<file path="src/rtl/stopwatch_bcd_counter.sv">
// rtl/stopwatch_bcd_counter.sv - tenth-of-a-second time base and M:SS.t BCD counter with run/pause/clear.
// Optional lap freeze of the digit outputs is built when STOPWATCH_LAP_EN is defined.
module stopwatch_bcd_counter #(
    parameter int TICK_DIV = 10_000_000
) (
    input  logic       clk,
    input  logic       rst_n,
    input  logic       start_stop,
    input  logic       clear,
    input  logic       lap,
    output logic [3:0] Minutes,
    output logic [3:0] Tens_Seconds,
    output logic [3:0] Ones_Seconds,
    output logic [3:0] Tenths_Seconds,
    output logic       running,
    output logic       rollover
);

    localparam int PW = (TICK_DIV > 2) ? $clog2(TICK_DIV) : 1;
    localparam logic [PW-1:0] PRESC_MAX = PW'(TICK_DIV - 1);

    typedef enum logic [1:0] {
        IDLE   = 2'd0,
        RUN    = 2'd1,
        PAUSED = 2'd2
    } state_t;

    state_t        state;
    state_t        state_next;
    logic [PW-1:0] presc;
    logic [PW-1:0] presc_next;
    logic          tick;

    logic [3:0] min_q,  tens_q,  ones_q,  tth_q;
    logic [3:0] min_n,  tens_n,  ones_n,  tth_n;
    logic       c_tth,  c_ones,  c_tens,  c_min;
    logic       wrap;

    always_comb begin
        tick = (state == RUN) && (presc == PRESC_MAX);
    end

    always_ff @(posedge clk or negedge rst_n) begin
        if (!rst_n) begin
            state <= IDLE;
        end else begin
            state <= state_next;
        end
    end

    // clear dominates start_stop; a tick on the pausing edge is still applied below
    always_comb begin
        state_next = state;
        if (clear) begin
            state_next = IDLE;
        end else if (start_stop) begin
            case (state)
                IDLE:    state_next = RUN;
                RUN:     state_next = PAUSED;
                PAUSED:  state_next = RUN;
                default: state_next = IDLE;
            endcase
        end else if (state != IDLE && state != RUN && state != PAUSED) begin
            state_next = IDLE;
        end
    end

    always_comb begin
        presc_next = presc;
        if (clear) begin
            presc_next = '0;
        end else if (state == RUN) begin
            presc_next = tick ? '0 : presc + 1'b1;
        end
    end

    // carries ripple through all four digits in the tick cycle; >= keeps the chain self-correcting
    always_comb begin
        c_tth  = (tth_q >= 4'd9);
        c_ones = c_tth && (ones_q >= 4'd9);
        c_tens = c_ones && (tens_q >= 4'd5);
        c_min  = c_tens && (min_q >= 4'd9);
        tth_n  = tth_q;
        ones_n = ones_q;
        tens_n = tens_q;
        min_n  = min_q;
        wrap   = 1'b0;
        if (clear) begin
            tth_n  = 4'd0;
            ones_n = 4'd0;
            tens_n = 4'd0;
            min_n  = 4'd0;
        end else if (tick) begin
            tth_n = c_tth ? 4'd0 : tth_q + 4'd1;
            if (c_tth) begin
                ones_n = c_ones ? 4'd0 : ones_q + 4'd1;
            end
            if (c_ones) begin
                tens_n = c_tens ? 4'd0 : tens_q + 4'd1;
            end
            if (c_tens) begin
                min_n = c_min ? 4'd0 : min_q + 4'd1;
            end
            wrap = c_min;
        end
    end

    always_ff @(posedge clk or negedge rst_n) begin
        if (!rst_n) begin
            presc    <= '0;
            tth_q    <= 4'd0;
            ones_q   <= 4'd0;
            tens_q   <= 4'd0;
            min_q    <= 4'd0;
            running  <= 1'b0;
            rollover <= 1'b0;
        end else begin
            presc    <= presc_next;
            tth_q    <= tth_n;
            ones_q   <= ones_n;
            tens_q   <= tens_n;
            min_q    <= min_n;
            running  <= (state_next == RUN);
            rollover <= wrap;
        end
    end

`ifdef STOPWATCH_LAP_EN
    logic       freeze;
    logic       freeze_next;
    logic [3:0] disp_min, disp_tens, disp_ones, disp_tth;

    always_comb begin
        freeze_next = freeze;
        if (clear) begin
            freeze_next = 1'b0;
        end else if (lap) begin
            freeze_next = ~freeze;
        end
    end

    // the freezing edge captures the count written on that same edge, then holds it
    always_ff @(posedge clk or negedge rst_n) begin
        if (!rst_n) begin
            freeze    <= 1'b0;
            disp_min  <= 4'd0;
            disp_tens <= 4'd0;
            disp_ones <= 4'd0;
            disp_tth  <= 4'd0;
        end else begin
            freeze <= freeze_next;
            if (!(freeze && freeze_next)) begin
                disp_min  <= min_n;
                disp_tens <= tens_n;
                disp_ones <= ones_n;
                disp_tth  <= tth_n;
            end
        end
    end

    assign Minutes        = disp_min;
    assign Tens_Seconds   = disp_tens;
    assign Ones_Seconds   = disp_ones;
    assign Tenths_Seconds = disp_tth;
`else
    logic lap_unused;
    assign lap_unused     = lap;
    assign Minutes        = min_q;
    assign Tens_Seconds   = tens_q;
    assign Ones_Seconds   = ones_q;
    assign Tenths_Seconds = tth_q;
`endif

endmodule

</file>
<file path="config.mk">
export PLATFORM = sky130hd
export DESIGN_NAME = stopwatch_bcd_counter
export DESIGN_NICKNAME = d
export VERILOG_FILES = /design/src/rtl/stopwatch_bcd_counter.sv
export SDC_FILE = /design/constraint.sdc
export NUM_CORES = 1
export LEC_CHECK = 0
export CAP_MARGIN = 20
export CORE_MARGIN = 3
export CORE_UTILIZATION = 55
export CTS_CLUSTER_SIZE = 30
export DETAILED_ROUTE_END_ITERATION = 12
export GPL_ROUTABILITY_DRIVEN = 0
export PLACE_DENSITY = 0.77
export SLEW_MARGIN = 15
export SYNTH_ARGS = -nofsm -noshare
export SYNTH_HDL_FRONTEND = slang
export SYNTH_SLANG_ARGS = --single-unit
</file>
<file path="constraint.sdc">
create_clock -name clk -period 2.9 [get_ports clk]
set_input_delay 0.58 -clock clk [delete_from_list [all_inputs] [get_ports clk]]
set_output_delay 0.58 -clock clk [all_outputs]
set_load 0.1 [all_outputs]
</file>
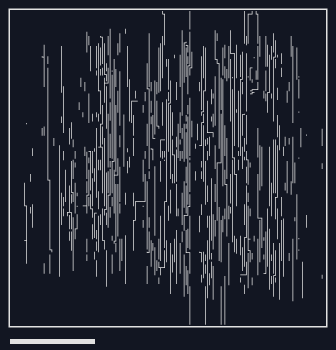
*Met2 routing*
The bar under the picture is 20 um long.
- main direction: vertical
- wire length on this layer: 2760 um
- nets with wire on the layer: 253
Routed Wire Length: 5440 um
routed via count: 2114
met2 Use GR: 36.6%

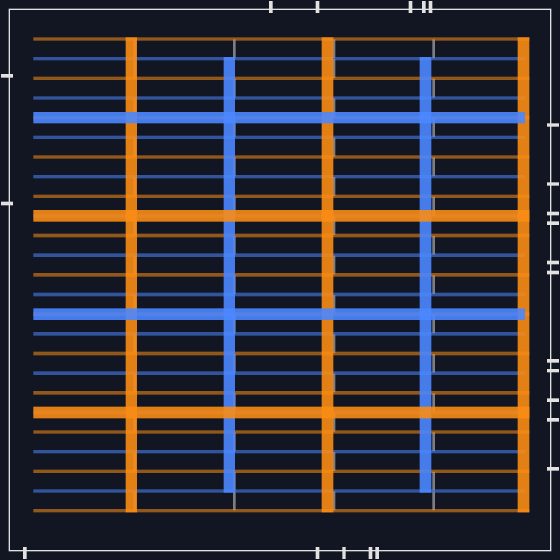
*Supply network*
Pins as bars on the die edge. Tap cells in gray.
- VDD: blue
- VSS: orange
- met4 straps: 5
- tap cells: 52
- met1 rails: 25
- met5 straps: 4
die height: 74.7 um
Peak supply drop: 0.219 mV
die width: 74.7 um

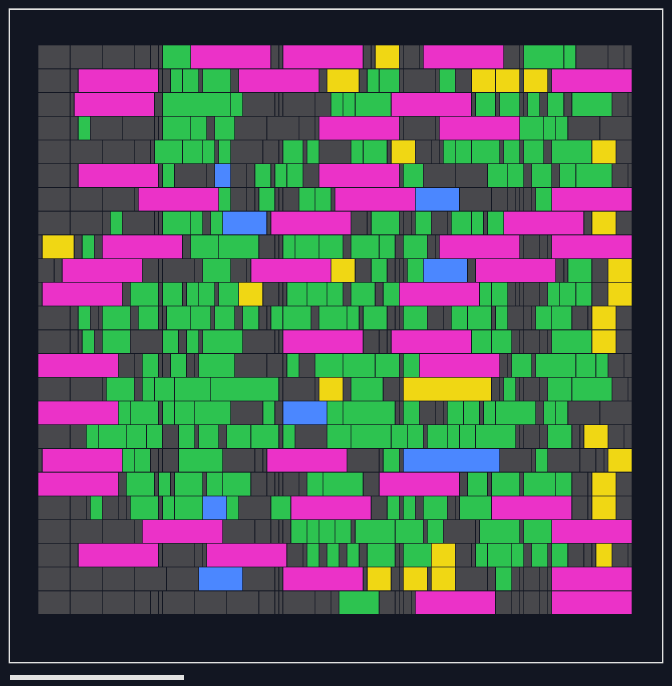
*Placement by cell class*
The bar under the picture is 20 um long. Fill, decap, tap and diode cells in gray.
- clock drivers and dummy loads: blue (cells 8)
- other buffers and delay cells: yellow (cells 26)
- all other logic: green (cells 219)
- flip-flops: magenta (cells 44)
sequential cell area share: 37.6%
Final Util: 65.9%

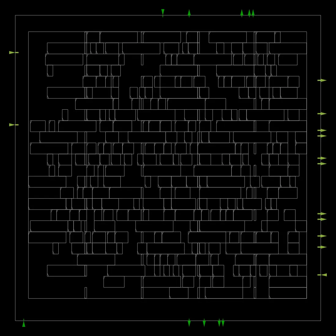
*Placement view*
Flop Count: 44
Fill cells: 367
core box area: 0.00444 sq mm
Well Taps: 52

==> results.py <==
# Physical implementation metrics
metrics = {
    "grt": {
        "antenna_found_initial": 0,
        "grt_max_degree": 45,
        "grt_pass1_wl_um": 9100,
        "top_usage_layer": "met2",
    },
    "finish": {
        "fin_area_sq_mm": 0.00293,
        "fin_nets": 314,
        "antennaDiodeCount": 0,
        "buffer_area_share_pct": 7.44,
        "clock_buffers": 5,
        "final_cells": 349,
        "syn_to_final_growth_pct": 12.7,
        "largest_reg_flops": 24,
        "inv_count": 13,
        "top_register": "presc",
        "layout-drive-gt1-share_pct": 16.8,
        "final_common_cell": "dfrtp_1",
        "mostFrequentLayoutCells": "dfrtp_1, nor2_1, buf_4, a21oi_1, nand2_1",
    },
    "power": {
        "power_leakage_nw": 1.24,
        "seq_power_mw": 0.623,
        "powerDensity_mw_per_mm2": 396,
        "switching_power_mw": 0.268,
        "combPwrFrac_pct": 5.7,
    },
    "placed_design": {
        "portBuffers": 21,
    },
    "flow_run": {
        "maxCapViolations": 0,
    },
    "synthesis": {
        "yosysChipArea_sq_mm": 0.00260,
        "mux_area_share_pct": 0.433,
        "synth.logic.top_family": "simple AND/OR/NAND/NOR gates",
        "yosys-stat-cells": 272,
        "ys_sh_aoi_pct": 10.4,
        "area_leaders": "dfrtp_1, ha_1, nor2_1, a21oi_1, xor2_1",
        "ys_async_sr_fraction_pct": 100,
        "synth-main-ff-cell": "dfrtp_1",
    },
    "final_timing": {
        "hold_slack_ns": 0.256,
        "fin_crit_sh_pct": 80.1,
        "worstMarginPinSlew_ns": 0.645,
    },
    "routing": {
        "wl_met2_um": 2760,
        "drcViolationCount": 0,
        "drtIter0Drc": 130,
    },
    "min_path": {
        "hold_class": "input port to asynchronous set/reset pin",
    },
    "worst_setup_path": {
        "end_kind": "flip-flop",
        "cp-endpoint": "presc[10]$_DFFE_PN0P_",
        "critPathBufInv": 0,
        "ff2ff_path_depth": 5,
        "cp.required_ns": 3.05,
        "crit_cells": 5,
    },
    "floorplan": {
        "chipArea_sq_mm": 0.00559,
    },
    "clock_tree": {
        "cts_setup_buffers": 0,
        "clock-sinks": 44,
        "clockRootBuffer": "clkbuf_8",
        "path_clk_slew_ns": 0.09,
    },
    "outcome": {
        "status": "finished clean",
    },
}
No activity file was given, so power comes from the tool's default toggle rates.
